File: src/rtl/a_bus_arbiter.sv
// Two-master bus arbiter with split support.
// M0 (req[0]) has priority over M1 (req[1]). When the granted M0 stalls on a
// slow slave (thresh) and M1 is waiting, M0 is parked and M1 gets the bus for
// at most SPLIT_LIMIT cycles. After that the bus returns to M0 with a
// one-cycle resume pulse. Every change of grant passes through GAP dead
// cycles (GAPW) unless GAP is 0.
//
// Handshake: a master holds req high until it is granted. The granted master
// releases the bus with a 1-cycle done pulse. Dropping req without done does
// not release the bus. done from a master that is not granted is ignored, and
// so is done during GAPW.
module a_bus_arbiter #(
    parameter int GAP         = 1,
    parameter int SPLIT_LIMIT = 256
) (
    input  logic       clk,
    input  logic       rst,
    input  logic [1:0] req,
    input  logic [1:0] done,
    input  logic       thresh,
    input  logic       slave_ready,
    output logic [1:0] grant,
    output logic       split,
    output logic       resume,
    output logic       ready_pend,
    output logic [2:0] dbg_state
);

    localparam int GW = (GAP > 0) ? $clog2(GAP + 1) : 1;
    localparam int SW = (SPLIT_LIMIT > 1) ? $clog2(SPLIT_LIMIT) : 1;

    typedef enum logic [2:0] {
        S_IDLE  = 3'd0,
        S_GNT0  = 3'd1,
        S_GNT1  = 3'd2,
        S_SPLIT = 3'd3,
        S_GAPW  = 3'd4
    } state_t;

    state_t          state;
    state_t          nxt_state;
    state_t          gap_tgt;
    state_t          gap_tgt_n;
    logic [GW-1:0]   gap_cnt;
    logic [SW-1:0]   split_tmr;
    logic            start_split;
    logic            resume_n;
    logic            split_n;
    logic [1:0]      grant_n;

    // Fixed-priority pick used from IDLE and when a gap ends with the bus free
    function automatic state_t arb(input logic [1:0] r);
        if (r[0]) begin
            return S_GNT0;
        end else if (r[1]) begin
            return S_GNT1;
        end
        return S_IDLE;
    endfunction

    // Next-state decision; all registered outputs are derived from it below
    always_comb begin
        nxt_state   = state;
        gap_tgt_n   = gap_tgt;
        start_split = 1'b0;
        case (state)
            S_IDLE: begin
                nxt_state = arb(req);
            end
            S_GNT0: begin
                // done[0] wins over thresh in the same cycle
                if (done[0]) begin
                    gap_tgt_n = S_IDLE;
                    nxt_state = (GAP == 0) ? arb(req) : S_GAPW;
                end else if (thresh && req[1]) begin
                    start_split = 1'b1;
                    gap_tgt_n   = S_SPLIT;
                    nxt_state   = (GAP == 0) ? S_SPLIT : S_GAPW;
                end
            end
            S_GNT1: begin
                // Non-preemptive: req[0] and thresh have no effect here
                if (done[1]) begin
                    gap_tgt_n = S_IDLE;
                    nxt_state = (GAP == 0) ? arb(req) : S_GAPW;
                end
            end
            S_SPLIT: begin
                if (done[1] || (split_tmr == SW'(SPLIT_LIMIT - 1))) begin
                    gap_tgt_n = S_GNT0;
                    nxt_state = (GAP == 0) ? S_GNT0 : S_GAPW;
                end
            end
            S_GAPW: begin
                // A gap that ends in IDLE arbitrates immediately so a waiting
                // master sees exactly GAP dead cycles
                if (gap_cnt == '0) begin
                    nxt_state = (gap_tgt == S_IDLE) ? arb(req) : gap_tgt;
                end
            end
            default: begin
                nxt_state = S_IDLE;
            end
        endcase
    end

    // Output decode of the next state; entering GNT0 while parked is a resume
    always_comb begin
        resume_n = (nxt_state == S_GNT0) && split;
        split_n  = split;
        if (start_split) begin
            split_n = 1'b1;
        end else if (resume_n) begin
            split_n = 1'b0;
        end
        grant_n = 2'b00;
        if (nxt_state == S_GNT0) begin
            grant_n = 2'b01;
        end else if ((nxt_state == S_GNT1) || (nxt_state == S_SPLIT)) begin
            grant_n = 2'b10;
        end
    end

    // State, counters and registered outputs
    always_ff @(posedge clk or posedge rst) begin
        if (rst) begin
            state      <= S_IDLE;
            gap_tgt    <= S_IDLE;
            gap_cnt    <= '0;
            split_tmr  <= '0;
            grant      <= 2'b00;
            split      <= 1'b0;
            resume     <= 1'b0;
            ready_pend <= 1'b0;
        end else begin
            state   <= nxt_state;
            gap_tgt <= gap_tgt_n;

            // Gap counter reloads on GAPW entry and counts down to zero
            if ((nxt_state == S_GAPW) && (state != S_GAPW)) begin
                gap_cnt <= GW'(GAP - 1);
            end else if (state == S_GAPW) begin
                gap_cnt <= gap_cnt - GW'(1);
            end

            // Split timer restarts at 0 on SPLIT entry
            if ((nxt_state == S_SPLIT) && (state != S_SPLIT)) begin
                split_tmr <= '0;
            end else if (state == S_SPLIT) begin
                split_tmr <= split_tmr + SW'(1);
            end

            grant  <= grant_n;
            split  <= split_n;
            resume <= resume_n;

            // Sticky while parked; the resume cycle clears it
            if (resume_n) begin
                ready_pend <= 1'b0;
            end else if (split && slave_ready) begin
                ready_pend <= 1'b1;
            end
        end
    end

    assign dbg_state = state;

endmodule

File: config.mk
export PLATFORM = sky130hd
export DESIGN_NAME = a_bus_arbiter
export DESIGN_NICKNAME = d
export VERILOG_FILES = /design/src/rtl/a_bus_arbiter.sv
export SDC_FILE = /design/constraint.sdc
export NUM_CORES = 1
export LEC_CHECK = 0
export CAP_MARGIN = 20
export CORE_UTILIZATION = 49
export CTS_BUF_LIST = sky130_fd_sc_hd__clkbuf_8
export CTS_CLUSTER_SIZE = 16
export DETAILED_ROUTE_END_ITERATION = 12
export GPL_TIMING_DRIVEN = 1
export PLACE_DENSITY_LB_ADDON = 0.1
export SYNTH_ARGS = -nofsm -noshare
export SYNTH_HDL_FRONTEND = slang
export SYNTH_SLANG_ARGS = --single-unit
File: constraint.sdc
create_clock -name clk -period 2.25 [get_ports clk]
set_input_delay 0.45 -clock clk [delete_from_list [all_inputs] [get_ports clk]]
set_output_delay 0.45 -clock clk [all_outputs]
set_load 0.005 [all_outputs]
### I/O pins on the die edge, run 1

Pins as bars across the die edge, other pins in gray.
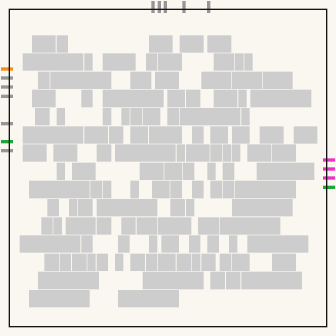
grant: in green, pins 2, direction output, edge 1 west, 1 east. ready_pend: in orange, pins 1, direction output, edge west. dbg_state: in magenta, pins 3, direction output, edge east.
All pins by edge: 7 west, 5 north, 4 east.
chip height: 47.2 um
Die X-Extent: 47.2 um
I/O Buffers: 15

### Signal wires by layer, run 1

Only two layers are drawn.
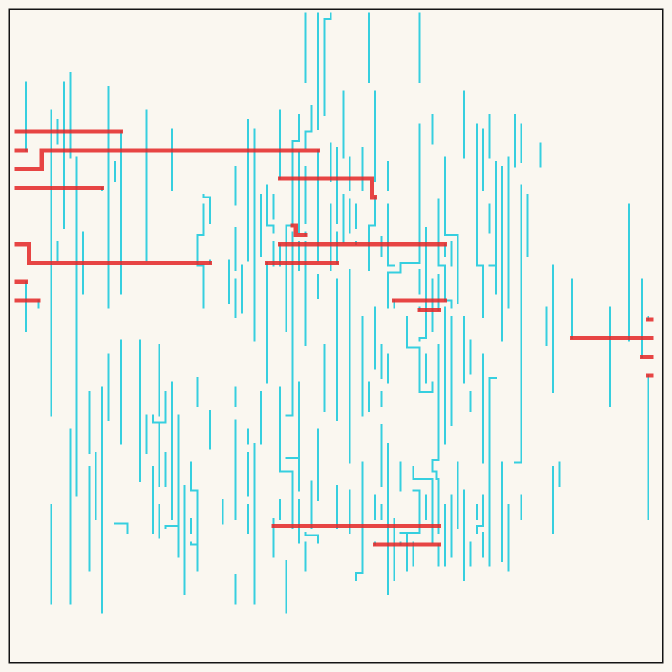
metal 2: in cyan, wire length 1000 um. metal 3: in red, wire length 111 um.
DR WL/cell: 14.4 um
DR vias: 866
final WL: 2130 um
GRT Overall Usage: 22.9%

==> results_dict.tcl, run 1 <==
# implementation run metrics
set metrics [dict create \
    mux_share_pct 0.999 \
    tool_warnings 26 \
    topCellsByArea "dfrtp_1 47%, o21ai_0 6.5%, nand2_1 4.9%" \
    status "finished clean" \
    regMostFlops "split_tmr" \
    period_minus_slack_ps 1890 \
    skew_ps 5.61 \
    ios 16 \
    grt_pass1_vias 777 \
    r2r_setup_slack_ps 370 \
    top_area_cell_class "logic gates" \
    crit_cells 5 \
    comb_cells 79 \
    comb_cell_power_mw 0.567 \
    combGateArea_um2 499 \
    crit_arrival_ps 2000 \
    sw_frac_of_total_pct 37.3 \
    buffers 16 \
    worstRegToRegCells 4 \
    syn_nets 114 \
    cp.required_ps 2360 \
    cts_hold_buf 0 \
    largest_register_ffs 8 \
    top_cell "dfrtp_1" \
    grt_use_met1_pct 31.6 \
    pg_seq_mw 0.673 \
    tap_cells 25 \
    antenna_found_initial 0 \
    ff_latch_area_um2 475 \
    pwr-share-clk_pct 15.6 \
    fillers 164 \
    place_congestion 0.875 \
    final.setup.worst_slack_ps 360 \
    p_sw_mw 0.548 \
    synth-async-reset-ratio_pct 100 \
    grt_start_max_net_pins 20 \
    cts.reportedPaths.clkPinSlew_ps 70 \
    top_layer_used "met3" \
    post-route-period-util_pct 84.0 \
    max_slew.worst_pin.slew_ps 720 \
    whs_path_depth 1 \
    yosys_area_mm2 0.00100 \
    grt_pass1_wl_um 3530 \
    cts_tree "yes" \
    xor_share_pct 0.874 \
    endpoint_kind "register" \
    syn_to_final_growth_pct 22.5 \
    finalNetCount 133 \
    max_freq_mhz 529 \
    ir_drop_mv 0.698 \
    synth-seq-cells 19 \
    yosysSeqAreaShare_pct 47.4 \
    crit_fanout 4 \
    layout-drive-gt1-share_pct 8.13 \
    yosysWarnings 0 \
    drcViolationCount 0 \
    clockRootBuffer "clkbuf_8" \
    cp-start-kind "primary input" \
    min_path_type "reg -> reg" \
    startpoint "req[0]" \
    dp_hpwl_um 1560 \
    cpMostUsedCell "o21ai_0" \
    chipArea_mm2 0.00223 \
    maxCapViolations 0 \
    seq_cells 19 \
    reg2reg_from "dbg_state[0]$_DFF_PP0_" \
    top_area_cell "dfrtp_1" \
    rsz0062_at_grt "false" \
    placementRows 15 \
    p_int_mw 0.922 \
    crit_type "in -> reg" \
    grt_use_met2_pct 35.6 \
    ys_sh_adder_pct 1.25 \
    busiest_layer "met2" \
]
### Where the registers sit, run 1

Other sequential cells in the stronger gray, the rest of the logic in the fainter gray.
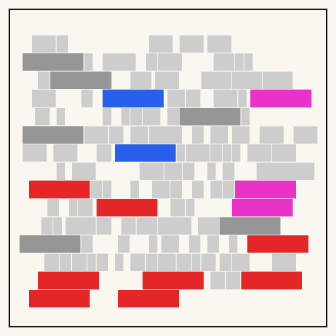
dbg_state: in magenta, placed flops 3. gap_tgt: in blue, placed flops 2. split_tmr: in red, placed flops 8.
Another 6 sequential cells are not colored.
flop share of the area: 38.7%
Util after Layout: 67.4%

## Run 2: what changed since run 1
==> constraint.sdc (replaced) <==
create_clock -name clk -period 1.9 [get_ports clk]
set_input_delay 0.38 -clock clk [delete_from_list [all_inputs] [get_ports clk]]
set_output_delay 0.38 -clock clk [all_outputs]
set_load 0.005 [all_outputs]
### I/O pins on the die edge, run 2

Pins as bars across the die edge, other pins in gray.
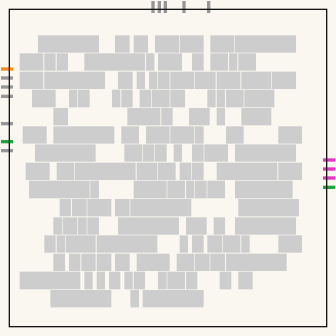
grant: in green, pins 2, direction output, edge 1 west, 1 east. dbg_state: in magenta, pins 3, direction output, edge east. ready_pend: in orange, pins 1, direction output, edge west.

==> results_dict.tcl, run 2 <==
# implementation run metrics
set metrics [dict create \
    status "finished clean" \
    p_sw_mw 0.659 \
    top_area_cell_class "logic gates" \
    maxCapViolations 0 \
    fillers 152 \
    layout-drive-gt1-share_pct 11.0 \
    place_congestion 0.828 \
    min_path_type "in -> async" \
    crit_cells 1 \
    xor_share_pct 0.874 \
    comb_cell_power_mw 0.696 \
    endpoint_kind "output port" \
    drcViolationCount 0 \
    yosysSeqAreaShare_pct 47.4 \
    finalInstanceArea_mm2 0.00126 \
    placementRows 15 \
    io_buffers 15 \
    top_area_cell "dfrtp_1" \
    r2r_setup_slack_ps 180 \
    grt_use_met1_pct 31.5 \
    crit_type "reg -> out" \
    ys_sh_adder_pct 1.25 \
    synth-async-reset-ratio_pct 100 \
    synth-seq-cells 19 \
    dieWidth_um 47.2 \
    yosys_area_mm2 0.00100 \
    max_slew.worst_pin.slew_ps 584 \
    aoi_share_pct 17.6 \
    cpLargestDelayFamily "buffers and inverters" \
    clockRootBuffer "clkbuf_8" \
    grt_use_met2_pct 35.9 \
    htreeDepth 1 \
    cp.required_ps 1520 \
    ff_latch_area_um2 475 \
    top_cell "dfrtp_1" \
    pwr-share-clk_pct 15.8 \
    crit_fanout 9 \
    worstRegToRegCells 5 \
    cts.reportedPaths.clkPinSlew_ps 70 \
    skew_ps 2.52 \
    ios 16 \
    chipArea_mm2 0.00223 \
    tap_cells 25 \
    finalNetCount 137 \
    tool_warnings 26 \
    antenna_found_initial 0 \
    regMostFlops "split_tmr" \
    ir_drop_mv 0.902 \
    rsz0062_at_grt "false" \
    mux_share_pct 0.999 \
    syn_to_final_growth_pct 25.5 \
    startpoint "dbg_state[1]$_DFF_PP0_" \
    seq_cells 19 \
    cts_hold_buf 0 \
    largest_register_ffs 8 \
    dr.pass1.iters 4 \
    period_minus_slack_ps 1770 \
    comb_cells 79 \
    die_height_um 47.2 \
    combGateArea_um2 499 \
    topCellsByArea "dfrtp_1 47%, o21ai_0 6.5%, nand2_1 4.9%" \
    buffers 20 \
    syn_nets 114 \
    seq_share_pct 37.8 \
    final_cells 152 \
    reg2reg_from "split_tmr[0]$_DFFE_PP0P_" \
    crit_arrival_ps 1390 \
    dp_hpwl_um 1460 \
    critPathBufInv 1 \
    grt_pass1_vias 819 \
    max_freq_mhz 567 \
    grt_usage_pct 23.1 \
    grt_start_max_net_pins 20 \
    yosysWarnings 0 \
    cp-start-kind "register" \
    busiest_layer "met2" \
    pg_seq_mw 0.798 \
    grt_pass1_wl_um 3620 \
    avgRoutedWirePerCell_um 13.7 \
    cts_tree "yes" \
    finish.utilization_pct 69.1 \
    p_int_mw 1.12 \
    top_layer_used "met4" \
    viasPerCell 5.73 \
    post-route-period-util_pct 92.9 \
]
### The metal 3 layer, run 2

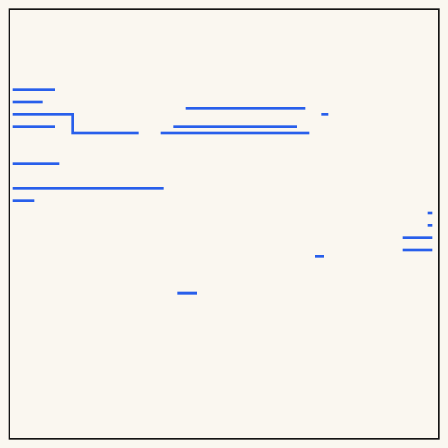
The longest straight run is 16.3 um. The layer carries 102 um of wire. The layer holds 4.9% of the routed length. 16 nets have wire on it. The wires run mostly horizontal.
final WL: 2090 um
DR vias: 871
grt met3 use: 5.00%

No activity file was given, so power comes from the tool's default toggle rates.
